Design if_stage, sky130hd; sources not shown.
==> images/layer_met1.png <==
Cells faint in the background.
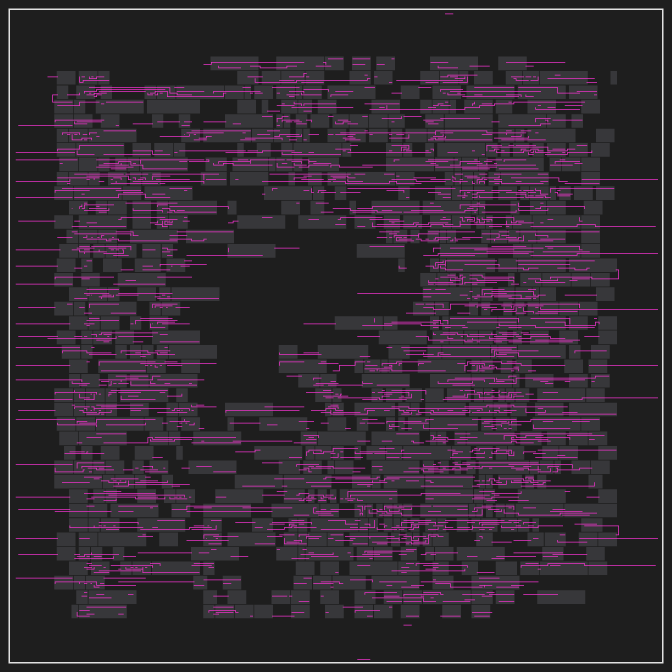
share of all routed wire: 40%
main direction: horizontal
wire length on this layer: 6080 um
Total Wirelength: 15200 um
number of vias after detailed routing: 4608
met1 capacity usage during global routing: 0.236

==> images/layer_met2.png <==
Scale bar: 20 um.
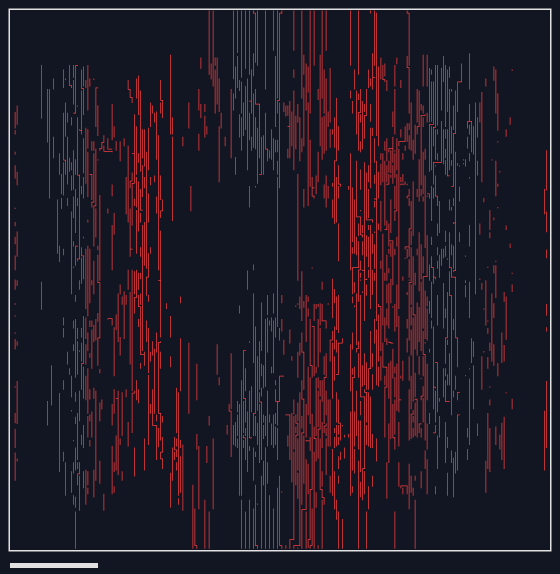
nets with wire on the layer: 641
wire length on this layer: 7120 um
longest straight run: 43.5 um
main direction: vertical
share of all routed wire: 47%
GR Layer Usage met2: 0.309

==> images/layer_met3.png <==
Scale bar: 20 um.
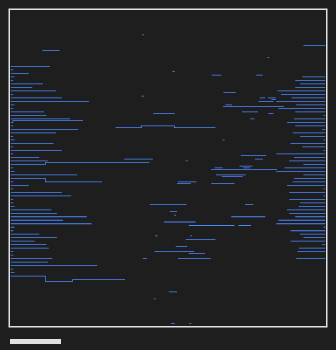
wire length on this layer: 1680 um
main direction: horizontal
nets with wire on the layer: 144
met3 demand-to-capacity share in global routing: 0.0808

==> images/clocks.png <==
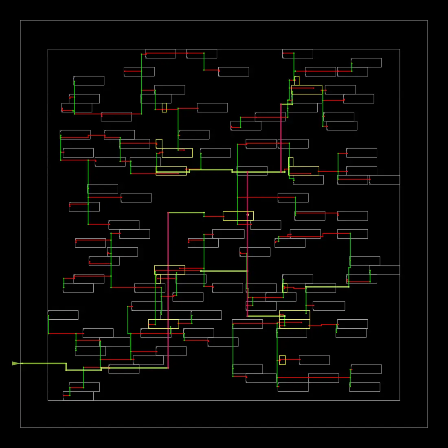
Clock Power: 1.39 mW
latest clock arrival within the worst-skew pair: 330 ps

==> results.rst <==
Implementation results
======================

.. list-table::
   :header-rows: 1

   * - Metric
     - Value
   * - Number of clock buffers inserted by TritonCTS
     - 9
   * - Count of nets after finishing
     - 729
   * - Syn Area/Cell
     - 10.6 um^2
   * - Classification of the worst-slack hold path
     - input port to register
   * - Flip-flop count of the largest register, all copies and words added
     - 65
   * - Estimated wirelength of the detail-placed design
     - 10800 um
   * - Depth of the worst hold-timing path
     - 3
   * - Highest attainable clock frequency
     - 466 MHz
   * - Period utilization
     - 0.975
   * - Cell Pwr Density
     - 509 nW/um^2
   * - Master of the slowest instance on the critical path
     - sky130_fd_sc_hd__clkdlybuf4s50_1
   * - Placeable Area
     - 11300 um^2
   * - Number of synthesized register bits
     - 98
   * - Setup repair after global routing missed its margin
     - true
   * - Final routed DRC violation total
     - 0
   * - Transition time at the pin with the least slew margin
     - 778 ps
   * - Logic depth of the worst path, buffers included
     - 1
   * - Synth top area share
     - 0.447
   * - Overall overflow remaining after global route
     - 0
   * - Type of the worst setup path
     - register to output port
   * - Number of global-route vias before repair
     - 4634
   * - Mean routed wirelength per cell
     - 18.9 um
   * - Cells taking the most area after synthesis
     - sky130_fd_sc_hd__dfrtp_1 45%, sky130_fd_sc_hd__a221o_1 6.1%, sky130_fd_sc_hd__and2_1 4.9%
   * - Number of flops mapped to enable cells by yosys
     - 0
   * - Initial antenna violation count
     - 0
   * - Worst slack on hold paths
     - 501 ps
   * - NetSw
     - 0.991 mW
   * - Top logic cells by instance count in the layout
     - 164 x sky130_fd_sc_hd__clkdlybuf4s50_1, 96 x sky130_fd_sc_hd__dfrtp_1, 41 x sky130_fd_sc_hd__and2_1
   * - Ordered cell list for the critical path
     - clkdlybuf4s50_1
   * - Critical Path Max Stage Delay
     - 880 ps
   * - Sw Ratio
     - 0.260
   * - Total count of max-transition violations in the final report
     - 0
   * - Number of antenna repair diodes
     - 0
   * - Final setup skew
     - 5.86 ps
   * - Buf/Inv on CP
     - 1
   * - Status
     - complete, no violations
   * - Clock network fraction of design power
     - 0.366
   * - Yosys cell types
     - 54
   * - Cell area after technology mapping
     - 5380 um^2
   * - Most numerous cell in the Yosys netlist
     - sky130_fd_sc_hd__dfrtp_1
   * - Drt via density
     - 5.72
   * - Final worst path period need
     - 2140 ps
   * - Cell leakage power
     - 3.17 nW
   * - Cell count in the Yosys report
     - 506
   * - Maximum number of pins on one net before global-route repair
     - 52
   * - Register share after synthesis
     - 0.457
   * - Relative slew slack
     - 0.480
-- kinds of logic after synthesis --
family / synth area share
and+or+nand+nor: 0.206
AOI/OAI and AO/OA: 0.144
DFF: 0.457
buffers and inverters: 0.0480
muxes: 0.0964
xor gates and xnor gates: 0.0456
other: 0.00140
adders and majority gates: 0.00233
-- per-layer routing --
metal / GRT usage / up-vias / wire length, um
met4: 0.0807 / 0 / 359
met5: 0 / - / 0
met2: 0.309 / 199 / 7120
met3: 0.0808 / 27 / 1680
li1: - / 2129 / -
met1: 0.236 / 2253 / 6080
-- through the flow --
stage	TNS (ps)	setup WS, ps	util	instance area (um^2)	std cells
6_report	0	55.4	0.665	7490	806
3_3_place_gp	-539990	-4130	0.622	7010	779
4_1_cts	0	26.4	0.661	7450	805
3_5_place_dp	-34420	-782	0.633	7130	786
2_1_floorplan	-76690	-1390	-	5160	469
5_1_grt	-1640	-74.9	0.665	7490	806
-- repair_timing --
action / in CTS / in global routing
buffers inserted: 3 / 0
hold endpoints to repair: 48 / 0
pin swaps: 2 / 1
hold buffers: 1 / 0
gates resized: 7 / 9
endpoints found under the setup margin: 47 / 71
cloned: 0 / 1
-- final cells by class --
class,instances,area [um^2]
clock buffer,9,225
tap,143,179
fill,873,3780
clock inverter,7,28.8
sequential,98,2450
inverter,8,30.0
timing repair buffer,177,1810
multi-input combinational,364,2770
-- worst register-to-register path: stages (launching register included) --
cell	delay, ps
sky130_fd_sc_hd__dfrtp_1	570
sky130_fd_sc_hd__nand3_4	280
sky130_fd_sc_hd__nor4_4	400
sky130_fd_sc_hd__nand3_1	220
sky130_fd_sc_hd__o311ai_0	520
-- power groups by stage --
stage | clock network (mW) | logic [mW] | registers, mW
floorplan | 0 | 0.133 | 2.02
global placement | 0 | 0.496 | 1.92
detailed placement | 0 | 0.509 | 1.93
CTS | 1.43 | 0.514 | 1.89
global route | 1.51 | 0.556 | 1.90
finish | 1.39 | 0.517 | 1.90
No activity file was given, so power comes from the tool's default toggle rates.
